### src/rtl/rom_sum_sequencer.sv
// Sweeps L ROM words from address 0 (Gray-coded address counter) and sums them through a
// split-carry two-stage adder; reports sum/overflow with a start/busy/done handshake.
module rom_sum_sequencer #(
    parameter int DATA_W   = 32,
    parameter int ACC_W    = 32,
    parameter int ADDR_W   = 8,
    parameter int DEPTH    = 200,
    parameter int ROM_LAT  = 1,
    parameter int SATURATE = 0
) (
    input  logic              clk,
    input  logic              rst,
    input  logic              start,
    input  logic [ADDR_W:0]   len,
    input  logic              abort,
    output logic              busy,
    output logic              done,
    output logic              rom_rd,
    output logic [ADDR_W-1:0] rom_addr,
    input  logic [DATA_W-1:0] rom_data,
    output logic [ACC_W-1:0]  sum,
    output logic              overflow
);
    localparam int H = ACC_W / 2;
    localparam logic [ADDR_W:0] DEPTH_L = (ADDR_W + 1)'(DEPTH);

    localparam logic [1:0] S_IDLE  = 2'd0;
    localparam logic [1:0] S_RUN   = 2'd1;
    localparam logic [1:0] S_DRAIN = 2'd2;
    localparam logic [1:0] S_DONE  = 2'd3;

    logic [1:0]         state;
    logic [ADDR_W:0]    len_q;
    logic [ADDR_W:0]    issued;
    logic [ADDR_W-1:0]  gray_cnt;
    logic [ROM_LAT-1:0] rd_pipe;
    logic               s1_vld;
    logic [DATA_W-1:0]  s1_dat;
    logic               s2_vld;
    logic               s2_carry;
    logic [H-1:0]       s2_hi;
    logic [H-1:0]       acc_lo;
    logic [H-1:0]       acc_hi;
    logic               ovf_acc;
    logic [ACC_W-1:0]   sum_q;
    logic               ovf_q;

    logic [ADDR_W:0]    len_eff;
    logic [ACC_W-1:0]   s1_ext;
    logic [H:0]         lo_add;
    logic [H:0]         hi_add;
    logic [ACC_W-1:0]   pub_sum;
    logic               drained;

    function automatic logic [ADDR_W-1:0] g2b(input logic [ADDR_W-1:0] g);
        logic [ADDR_W-1:0] b;
        b[ADDR_W-1] = g[ADDR_W-1];
        for (int i = ADDR_W - 2; i >= 0; i--) b[i] = b[i+1] ^ g[i];
        return b;
    endfunction

    function automatic logic [ADDR_W-1:0] gray_next(input logic [ADDR_W-1:0] g);
        logic [ADDR_W-1:0] b;
        b = g2b(g) + 1'b1;
        return b ^ (b >> 1);
    endfunction

    assign len_eff = (len > DEPTH_L) ? DEPTH_L : len;
    assign s1_ext  = ACC_W'(s1_dat);
    assign lo_add  = {1'b0, acc_lo} + {1'b0, s1_ext[H-1:0]};
    assign hi_add  = {1'b0, acc_hi} + {1'b0, s2_hi} + {{H{1'b0}}, s2_carry};
    assign pub_sum = ((SATURATE != 0) && ovf_acc) ? '1 : {acc_hi, acc_lo};
    // Stage 3 completes on the same edge that enters DONE, so only earlier stages must be empty.
    assign drained = !rom_rd && !(|rd_pipe) && !s1_vld;

    assign busy     = (state == S_RUN) || (state == S_DRAIN);
    assign done     = (state == S_DONE);
    assign sum      = (state == S_DONE) ? pub_sum : sum_q;
    assign overflow = (state == S_DONE) ? ovf_acc : ovf_q;

    always_ff @(posedge clk) begin
        if (rst) begin
            state    <= S_IDLE;
            len_q    <= '0;
            issued   <= '0;
            gray_cnt <= '0;
            rd_pipe  <= '0;
            rom_rd   <= 1'b0;
            rom_addr <= '0;
            s1_vld   <= 1'b0;
            s1_dat   <= '0;
            s2_vld   <= 1'b0;
            s2_carry <= 1'b0;
            s2_hi    <= '0;
            acc_lo   <= '0;
            acc_hi   <= '0;
            ovf_acc  <= 1'b0;
            sum_q    <= '0;
            ovf_q    <= 1'b0;
        end else begin
            rd_pipe[0] <= rom_rd;
            for (int i = 1; i < ROM_LAT; i++) rd_pipe[i] <= rd_pipe[i-1];
            s1_vld <= rd_pipe[ROM_LAT-1];
            s1_dat <= rom_data;
            s2_vld <= s1_vld;
            if (s1_vld) begin
                acc_lo   <= lo_add[H-1:0];
                s2_carry <= lo_add[H];
                s2_hi    <= s1_ext[ACC_W-1:H];
            end
            if (s2_vld) begin
                acc_hi  <= hi_add[H-1:0];
                ovf_acc <= ovf_acc | hi_add[H];
            end
            rom_rd <= 1'b0;

            case (state)
                S_IDLE: begin
                    if (start) begin
                        acc_lo   <= '0;
                        acc_hi   <= '0;
                        ovf_acc  <= 1'b0;
                        s2_carry <= 1'b0;
                        if (len == '0) begin
                            state <= S_DONE;
                        end else begin
                            // The first read goes out on the accepting edge.
                            len_q    <= len_eff;
                            rom_rd   <= 1'b1;
                            rom_addr <= '0;
                            gray_cnt <= gray_next('0);
                            issued   <= (ADDR_W + 1)'(1);
                            state    <= (len_eff == (ADDR_W + 1)'(1)) ? S_DRAIN : S_RUN;
                        end
                    end
                end
                S_RUN: begin
                    if (abort) begin
                        state   <= S_IDLE;
                        rd_pipe <= '0;
                        s1_vld  <= 1'b0;
                        s2_vld  <= 1'b0;
                    end else begin
                        rom_rd   <= 1'b1;
                        rom_addr <= g2b(gray_cnt);
                        gray_cnt <= gray_next(gray_cnt);
                        issued   <= issued + 1'b1;
                        if (issued + 1'b1 == len_q) state <= S_DRAIN;
                    end
                end
                S_DRAIN: begin
                    if (abort) begin
                        state   <= S_IDLE;
                        rd_pipe <= '0;
                        s1_vld  <= 1'b0;
                        s2_vld  <= 1'b0;
                    end else if (drained) begin
                        state <= S_DONE;
                    end
                end
                default: begin
                    sum_q <= pub_sum;
                    ovf_q <= ovf_acc;
                    state <= S_IDLE;
                end
            endcase
        end
    end
endmodule

### config.mk
export PLATFORM = sky130hd
export DESIGN_NAME = rom_sum_sequencer
export DESIGN_NICKNAME = d
export VERILOG_FILES = /design/src/rtl/rom_sum_sequencer.sv
export SDC_FILE = /design/constraint.sdc
export NUM_CORES = 1
export LEC_CHECK = 0
export CORE_ASPECT_RATIO = 0.9
export CORE_MARGIN = 2
export CORE_UTILIZATION = 55
export DETAILED_ROUTE_END_ITERATION = 16
export PLACE_DENSITY = 0.78
export SLEW_MARGIN = 10
export SYNTH_ARGS = -nofsm -noshare
export SYNTH_HDL_FRONTEND = slang
export SYNTH_SLANG_ARGS = --single-unit
### constraint.sdc
create_clock -name clk -period 8.4 [get_ports clk]
set_input_delay 0.84 -clock clk [delete_from_list [all_inputs] [get_ports clk]]
set_output_delay 0.84 -clock clk [all_outputs]
set_load 0.01 [all_outputs]
**Met1 routing**

Scale: 3 px per um. Cells faint in the background.
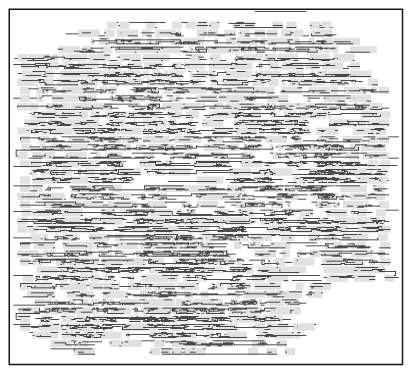
share of all routed wire	49%
wire length on this layer	8350 um

**M2 wires**

Scale: 4 px per um.
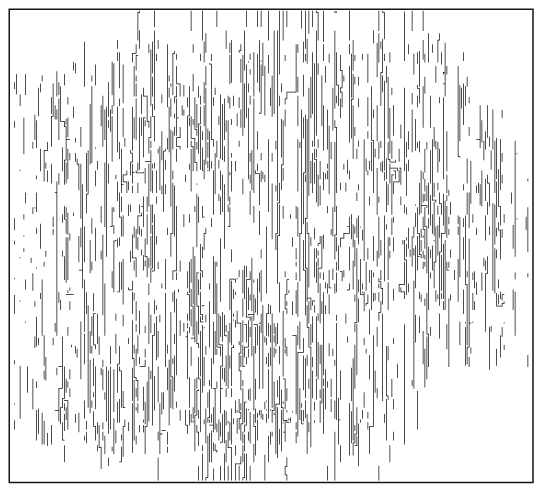
share of all routed wire	47%
nets with wire on the layer	844
wire length on this layer	8040 um

==> reports/summary.txt <==
Routed Antenna Nets: 0
Yosys stat chip area: 0.00793 mm^2
Io pins: 89
Setup TNS: 0 ns
H-tree Lvls: 4
Worst hold path depth: 2
Post-synth EDFFs: 0
Max Cap Violations: 0
Worst R2R Start: gray_cnt[7]
Kind of critical path: register to register
Mean routed wirelength per cell: 14.9 um
Largest net degree at the start of global routing: 90
Outcome: finished, final reports clean
Antenna violations before repair: 0
Postcts setup bufs: 0
Crit-path max FO: 4
Diode count: 0
NumNets Final: 1038
Vias post-DR: 6432
Residual DRC: 0
Crit start category: register
Fraction of layout cells with a size suffix above 1: 0.0865
**Met3 routing**

Scale: 2 px per um. Cells faint in the background.
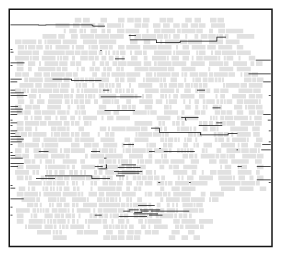
main direction	horizontal
share of all routed wire	3.7%
nets with wire on the layer	81
longest straight run	23.2 um

**Signal wires on met4**

Scale: 2 px per um. Cells faint in the background.
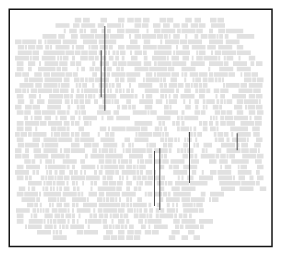
share of all routed wire	0.91%
longest straight run	42.2 um
main direction	vertical
wire length on this layer	156 um
nets with wire on the layer	4

area by class of cell:
cell class                      count  area, um^2
Clock inverter                     10         141
Multi-Input combinational cell    648        4530
Fill cell                        1142        4550
Timing Repair Buffer               94         923
Sequential cell                   155        3100
Inverter                           31         116
Clock buffer                       22         454
Tap cell                          193         241
registers in the layout, summed over array words and instances, names as in the netlist:
name,cells
gray_cnt,8
rom_rd,1
s1_vld,1
len_q,9
ovf_q,1
sum_q,32
s1_dat,32
s2_vld,1
issued,9
state,2
s2_hi,16
s2_carry,1
acc_hi,16
rd_pipe,1
ovf_acc,1
rom_addr,8
acc_lo,16
synth_stat cells (22+ instances only):
library cell and instances:
nand2_1 45, nor2b_1 40, dfxtp_1 155, ha_1 43, inv_1 31, mux2i_1 60, o21ai_0 27, a21oi_1 48
mux2_2 33, nor2_1 109, nand3_1 25, nor3_1 22, clkbuf_1 38
routing by layer:
| metal | routed length [um] | vias to the layer above | global-route usage |
|---|---|---|---|
| li1 | - | 3274 | - |
| met1 | 8350 | 3008 | 0.312 |
| met2 | 8040 | 136 | 0.359 |
| met3 | 626 | 14 | 0.0564 |
| met4 | 156 | 0 | 0.0705 |
| met5 | 0 | - | 0 |
through the flow:
stage / setup slack [ns] / instances / utilization / instance area [um^2] / hold slack (ns)
after global routing: 4.21 / 1153 / 0.677 / 9510 / 0.469
after CTS: 4.58 / 1153 / 0.677 / 9510 / 0.459
final: 4.59 / 1153 / 0.677 / 9510 / 0.457
after floorplan: 4.93 / 881 / - / 7930 / 0.431
after detailed placement: 4.63 / 1121 / 0.634 / 8910 / 0.448
after global placement: 4.75 / 1121 / 0.634 / 8910 / 0.439
worst max path at each step:
stage / slack [ns] / startpoint / cells after the start / to
finish: 4.59 / gray_cnt[7] / 18 / gray_cnt[4]
global route: 4.21 / gray_cnt[7] / 18 / gray_cnt[4]
CTS: 4.58 / gray_cnt[7] / 18 / gray_cnt[4]
detailed placement: 4.63 / gray_cnt[7] / 18 / gray_cnt[4]
global placement: 4.75 / len[6] / 7 / issued[8]
floorplan: 4.93 / gray_cnt[7] / 18 / gray_cnt[4]
critical path, stage by stage (launching register included):
cell	delay, ns
dfxtp_1	0.40
xor2_1	0.28
ha_1	0.19
inv_1	0.06
ha_1	0.29
inv_1	0.06
ha_1	0.33
inv_1	0.07
ha_1	0.34
inv_1	0.06
ha_1	0.29
inv_1	0.04
ha_1	0.28
nor2b_1	0.23
nand2_1	0.11
xnor2_1	0.26
xor2_1	0.18
nand3_1	0.09
a21oi_1	0.17
where the power goes:
part           switching, W  total (W)  internal, W  leakage (nW)
clock network      0.000301   0.000777     0.000476         0.285
registers         0.0000251   0.000789     0.000764          1.26
logic              0.000168   0.000280     0.000112          2.02
total              0.000494    0.00185      0.00135          3.56
kinds of logic (layout without fill, tap and decap cells):
kind of cell    Yosys count  count (layout)  synth area share
buf+inv                  78             157            0.0385
xor+xnor                 33              33            0.0364
compound gates          171             171             0.144
mux                      93              93             0.123
simple gates            304             304             0.191
fa+ha+maj                47              47            0.0767
flops                   155             155             0.391
Power is estimated from default activity; no workload was simulated.
